Metal 1:
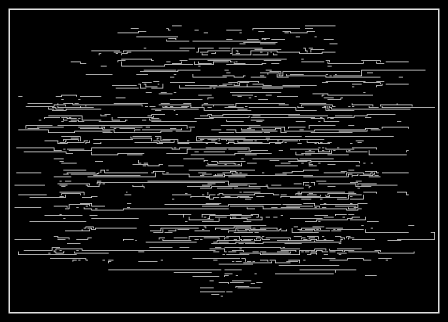
Met2 routing:
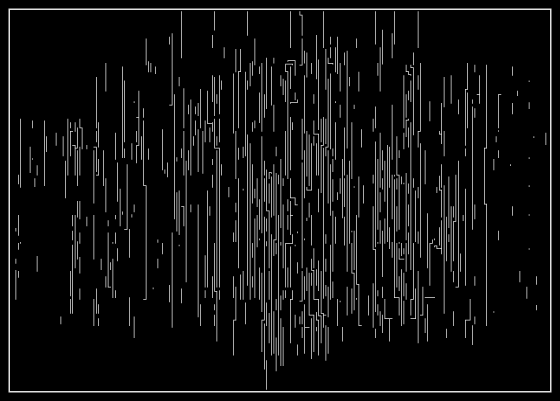
The metal 3 layer:
Bar = 20 um. Cells faint in the background.
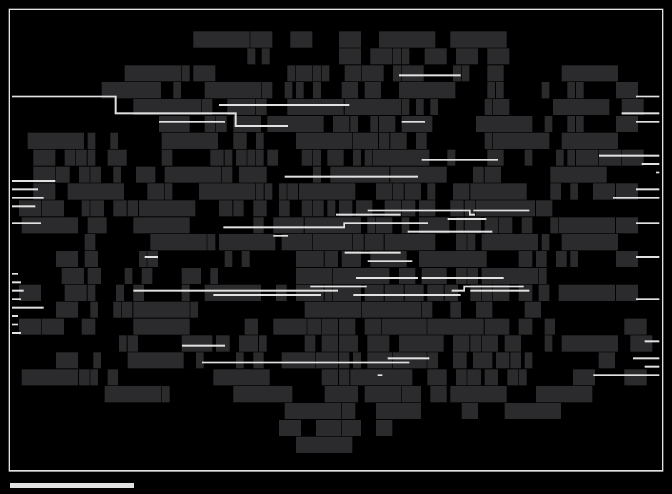
Where the registers sit:
Bar = 20 um.
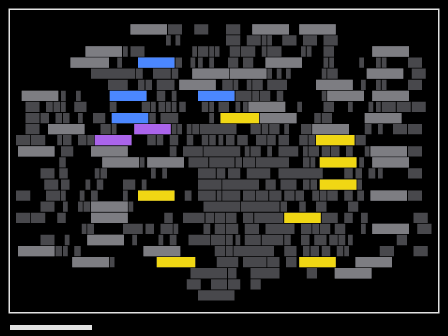
===== config.mk =====
export PLATFORM = sky130hd
export DESIGN_NAME = math_divider_restoring_seq
export DESIGN_NICKNAME = d
export VERILOG_FILES = /design/src/rtl/math_divider_pkg.sv /design/src/rtl/math_divider_step.sv /design/src/rtl/math_divider_restoring_seq.sv
export SDC_FILE = /design/constraint.sdc
export NUM_CORES = 1
export LEC_CHECK = 0
export CORE_ASPECT_RATIO = 0.7
export CORE_UTILIZATION = 36
export CTS_CLUSTER_DIAMETER = 50
export CTS_CLUSTER_SIZE = 10
export DETAILED_ROUTE_END_ITERATION = 6
export GPL_TIMING_DRIVEN = 0
export HOLD_SLACK_MARGIN = 0.05
export PLACE_DENSITY = 0.61
export SLEW_MARGIN = 20
export SYNTH_ARGS = -nofsm -noshare
export SYNTH_HDL_FRONTEND = slang
export SYNTH_SLANG_ARGS = --single-unit

===== constraint.sdc =====
create_clock -name i_clk -period 2.1 [get_ports i_clk]
set_clock_uncertainty 0.05 [all_clocks]
set_input_delay 0.21 -clock i_clk [delete_from_list [all_inputs] [get_ports i_clk]]
set_output_delay 0.21 -clock i_clk [all_outputs]
set_load 0.02 [all_outputs]

===== src/rtl/math_divider_pkg.sv =====
// Shared types for the sequential restoring divider: FSM state encoding.
package math_divider_pkg;

    localparam int STATE_W = 2;

    typedef enum logic [STATE_W-1:0] {
        IDLE = 2'd0,
        BUSY = 2'd1,
        DONE = 2'd2
    } div_state_t;

endpackage


===== src/rtl/math_divider_step.sv =====
// One combinational restoring-division iteration: shift in the next dividend bit,
// trial-subtract the divisor, keep the difference only when it does not go negative.
module math_divider_step
    import math_divider_pkg::*;
#(
    parameter int W = 8
) (
    input  logic [W-1:0] rem_i,
    input  logic         q_msb_i,
    input  logic [W-1:0] divisor_i,
    output logic [W-1:0] rem_o,
    output logic         q_bit_o
);

    logic [W:0] shifted_s;
    logic [W:0] diff_s;

    // Guard bit keeps the shifted remainder exact before the trial subtraction
    always_comb begin
        shifted_s = {rem_i, q_msb_i};
        diff_s    = shifted_s - {1'b0, divisor_i};
        if (shifted_s >= {1'b0, divisor_i}) begin
            rem_o   = diff_s[W-1:0];
            q_bit_o = 1'b1;
        end else begin
            rem_o   = shifted_s[W-1:0];
            q_bit_o = 1'b0;
        end
    end

endmodule


===== src/rtl/math_divider_restoring_seq.sv =====
// Sequential restoring divider, one quotient bit per clock, valid/ready on both sides.
// Define MATH_DIVIDER_SIGNED_EN for two's-complement operands (truncation toward zero).
module math_divider_restoring_seq
    import math_divider_pkg::*;
#(
    parameter int DATA_WIDTH = 8
) (
    input  logic                  i_clk,
    input  logic                  i_rst_n,
    input  logic                  i_valid,
    output logic                  o_ready,
    input  logic [DATA_WIDTH-1:0] i_dividend,
    input  logic [DATA_WIDTH-1:0] i_divisor,
    output logic                  o_valid,
    input  logic                  i_ready,
    output logic [DATA_WIDTH-1:0] o_quotient,
    output logic [DATA_WIDTH-1:0] o_remainder,
    output logic                  o_div_by_zero
);

    localparam int W  = DATA_WIDTH;
    localparam int CW = $clog2(DATA_WIDTH + 1);
    localparam logic [CW-1:0] CNT_ONE  = {{(CW-1){1'b0}}, 1'b1};
    localparam logic [CW-1:0] CNT_LOAD = CW'(DATA_WIDTH);

    div_state_t    state_q, state_d;
    logic [CW-1:0] cnt_q, cnt_d;
    logic [W-1:0]  rem_q, rem_d;
    logic [W-1:0]  quo_q, quo_d;
    logic [W-1:0]  div_q, div_d;
    logic          dbz_q, dbz_d;
    logic          ready_q, ready_d;
    logic          valid_q, valid_d;
    logic          odbz_q, odbz_d;
    logic [W-1:0]  oquo_q, oquo_d;
    logic [W-1:0]  orem_q, orem_d;

    logic [W-1:0]  step_rem_s;
    logic          step_bit_s;
    logic [W-1:0]  fin_quo_s;
    logic [W-1:0]  acc_dvd_s, acc_dvs_s;
    logic [W-1:0]  res_quo_s, res_rem_s;

    math_divider_step #(.W(W)) u_step (
        .rem_i     (rem_q),
        .q_msb_i   (quo_q[W-1]),
        .divisor_i (div_q),
        .rem_o     (step_rem_s),
        .q_bit_o   (step_bit_s)
    );

    assign fin_quo_s = {quo_q[W-2:0], step_bit_s};

`ifdef MATH_DIVIDER_SIGNED_EN
    logic negq_q, negq_d;
    logic negr_q, negr_d;

    function automatic logic [W-1:0] twos_neg(input logic [W-1:0] v);
        return (~v) + {{(W-1){1'b0}}, 1'b1};
    endfunction

    assign acc_dvd_s = i_dividend[W-1] ? twos_neg(i_dividend) : i_dividend;
    assign acc_dvs_s = i_divisor[W-1]  ? twos_neg(i_divisor)  : i_divisor;
    // A zero divisor already yields remainder = |dividend|; re-signing restores the dividend
    assign res_quo_s = dbz_q  ? {W{1'b1}} : (negq_q ? twos_neg(fin_quo_s) : fin_quo_s);
    assign res_rem_s = negr_q ? twos_neg(step_rem_s) : step_rem_s;

    // Result sign flags captured at acceptance
    always_ff @(posedge i_clk or negedge i_rst_n) begin
        if (!i_rst_n) begin
            negq_q <= 1'b0;
            negr_q <= 1'b0;
        end else begin
            negq_q <= negq_d;
            negr_q <= negr_d;
        end
    end

    // Sign flags load only on operand acceptance
    always_comb begin
        negq_d = negq_q;
        negr_d = negr_q;
        if (state_q == IDLE && i_valid && ready_q) begin
            negq_d = i_dividend[W-1] ^ i_divisor[W-1];
            negr_d = i_dividend[W-1];
        end else begin
            negq_d = negq_q;
            negr_d = negr_q;
        end
    end
`else
    assign acc_dvd_s = i_dividend;
    assign acc_dvs_s = i_divisor;
    assign res_quo_s = fin_quo_s;
    assign res_rem_s = step_rem_s;
`endif

    // State, datapath and output registers
    always_ff @(posedge i_clk or negedge i_rst_n) begin
        if (!i_rst_n) begin
            state_q <= IDLE;
            cnt_q   <= {CW{1'b0}};
            rem_q   <= {W{1'b0}};
            quo_q   <= {W{1'b0}};
            div_q   <= {W{1'b0}};
            dbz_q   <= 1'b0;
            ready_q <= 1'b1;
            valid_q <= 1'b0;
            odbz_q  <= 1'b0;
            oquo_q  <= {W{1'b0}};
            orem_q  <= {W{1'b0}};
        end else begin
            state_q <= state_d;
            cnt_q   <= cnt_d;
            rem_q   <= rem_d;
            quo_q   <= quo_d;
            div_q   <= div_d;
            dbz_q   <= dbz_d;
            ready_q <= ready_d;
            valid_q <= valid_d;
            odbz_q  <= odbz_d;
            oquo_q  <= oquo_d;
            orem_q  <= orem_d;
        end
    end

    // Next-state and datapath control
    always_comb begin
        state_d = state_q;
        cnt_d   = cnt_q;
        rem_d   = rem_q;
        quo_d   = quo_q;
        div_d   = div_q;
        dbz_d   = dbz_q;
        ready_d = ready_q;
        valid_d = valid_q;
        odbz_d  = odbz_q;
        oquo_d  = oquo_q;
        orem_d  = orem_q;
        case (state_q)
            IDLE: begin
                if (i_valid && ready_q) begin
                    state_d = BUSY;
                    quo_d   = acc_dvd_s;
                    rem_d   = {W{1'b0}};
                    div_d   = acc_dvs_s;
                    cnt_d   = CNT_LOAD;
                    dbz_d   = (i_divisor == {W{1'b0}});
                    ready_d = 1'b0;
                end else begin
                    state_d = IDLE;
                end
            end
            BUSY: begin
                rem_d = step_rem_s;
                quo_d = fin_quo_s;
                cnt_d = cnt_q - CNT_ONE;
                // Final step: the shifted-in bit goes straight into the output registers
                if (cnt_q == CNT_ONE) begin
                    state_d = DONE;
                    valid_d = 1'b1;
                    oquo_d  = res_quo_s;
                    orem_d  = res_rem_s;
                    odbz_d  = dbz_q;
                end else begin
                    state_d = BUSY;
                end
            end
            DONE: begin
                if (i_ready) begin
                    state_d = IDLE;
                    valid_d = 1'b0;
                    ready_d = 1'b1;
                    odbz_d  = 1'b0;
                    dbz_d   = 1'b0;
                end else begin
                    state_d = DONE;
                end
            end
            default: begin
                state_d = IDLE;
                ready_d = 1'b1;
                valid_d = 1'b0;
                odbz_d  = 1'b0;
            end
        endcase
    end

    assign o_ready       = ready_q;
    assign o_valid       = valid_q;
    assign o_quotient    = oquo_q;
    assign o_remainder   = orem_q;
    assign o_div_by_zero = odbz_q;

endmodule


==> flow_summary.yaml <==
# flow metrics
status:
  status: "finished, violations left"
  failed_checks: "setup timing"
yosys:
  top_cell: "nand2_1"
  yosysTopAreaCell: "dfrtp_1"
  synth-cells-yosys: 289
  area_leaders: "dfrtp_1 (46%), nand2_1 (8.1%), ha_1 (4.7%), o21ai_0 (3.9%), nand3_1 (2.8%)"
  top_cell_area_share_pct: 45.86
  synth_nets: 320
  synth_area_per_cell_um2: 9.252
  synthTopLogicFamily: "AND-OR/OR-AND gates"
  edf_count: 0
  ys.flop_type: "dfrtp_1"
  yosysChipArea_um2: 2674
  ys_types: 53
  netlist_instances: 289
  fa_ha_area_share_pct: 5.428
route:
  dr.pass1.iters: 4
  wl_per_cell_um: 16.38
  post-route-drc-count: 0
  wl_met2_mm: 3.140
  wl_met3_um: 499
  via_per_inst: 5.366
  ant_nets: 0
  drt_iter0_markers: 158
final_timing:
  fin_ws_ns: -0.1779
  fin_crit_ns: 2.278
  hold_violations: 0
  fin_crit_sh_pct: 108.5
  maxSlewViolCount: 0
  final.setup.tns_ns: -0.5387
  relSlewSlack_pct: 57.34
  setup_viol: 4
  rsz0062_at_grt: "yes"
grt:
  top_usage_layer: "met2"
  grt_usage_pct: 20.57
  grt_pass1_vias: 2355
  grt_pass1_wl_mm: 12.27
  antenna_found_initial: 0
  grt_max_degree: 51
clock_tree:
  cts_max_path_buffers: 2
  clk_latency_ns: 0.32
  ctsHoldBuffers: 1
  post_cts_resized: 19
  cts_root_buf: "clkbuf_8"
  clock-sinks: 50
  clk_pin_slew_ns: 0.10
power:
  intPower_mw: 3.595
  p_per_area_nw_per_um2: 1710
  pg_clk_mw: 0.820
  comb_power_share_pct: 60.6
  ir_drop_mv: 0.6128
  top_power_group: "combinational cells"
  switching_share_pct: 43.10
floorplanning:
  fp_util_pct: 38.33
  die_h_um: 74.11
  coreArea_um2: 6975
  tapCellCount: 94
  die_w_um: 105.0
finish:
  fill_cells: 671
  nNonClkBuffers: 77
  fin_cells: 451
  regArea_um2: 1256
  fin_area_um2: 3694
  final_layout_top_logic_cells: "nand2_1 (58), dfrtp_1 (46), clkdlybuf4s50_1 (37)"
  seq_share_pct: 34.01
  buf_share_pct: 17.78
  num-multi-input-gates: 210
  inv_count: 12
  insertedDiodeCount: 0
  layout_top_cell: "nand2_1"
  combGateArea_um2: 1480
  n_clock_buffer: 5
  area_growth_pct: 38.14
setup_path:
  startpoint: "quo_q[7]$_DFFE_PN0P_"
  critPathMostFrequentCell: "inv_2"
  path_cells: "inv_2, ha_4, inv_2, fa_2, a211o_1, a2111oi_4, a41oi_2, a22o_1, a21oi_1"
  crit_arrival_ns: 2.48
  r2r-end: "rem_q[6]$_DFFE_PN0P_"
  critPathBufInv: 2
  cp_slowest_cell: "dfrtp_1"
  cp_max_fo: 3
  max_stage_delay_ns: 0.43
  reg2reg_from: "quo_q[7]$_DFFE_PN0P_"
  critPathRequiredTime_ns: 2.30
  reg2reg_depth: 9
placed_design:
  io_buffers: 38
  dp_hpwl_mm: 4.807
  placed_area_um2: 3177
About 'metal 1':
The layer carries 3650 um of wire. The wires run mostly horizontal. The layer holds 49% of the routed length. 341 nets have wire on it. The longest straight run is 32.7 um.

About 'met2 routing':
The wires run mostly vertical. The layer carries 3140 um of wire. The layer holds 43% of the routed length. 310 nets have wire on it. The longest straight run is 30.3 um.
WL final: 7.389 mm
routing usage on met2: 30.10%

About 'the metal 3 layer':
The longest straight run is 33.1 um. The layer carries 500 um of wire. 50 nets have wire on it. The layer holds 6.8% of the routed length. The wires run mostly horizontal.

About 'where the registers sit':
Key: rem_q = yellow [flops 8]; state_q = purple [flops 2]; cnt_q = blue [flops 4]
Flop+latch power: 1.67 mW
Core Util, Final: 52.95%

Power is estimated from default activity; no workload was simulated.
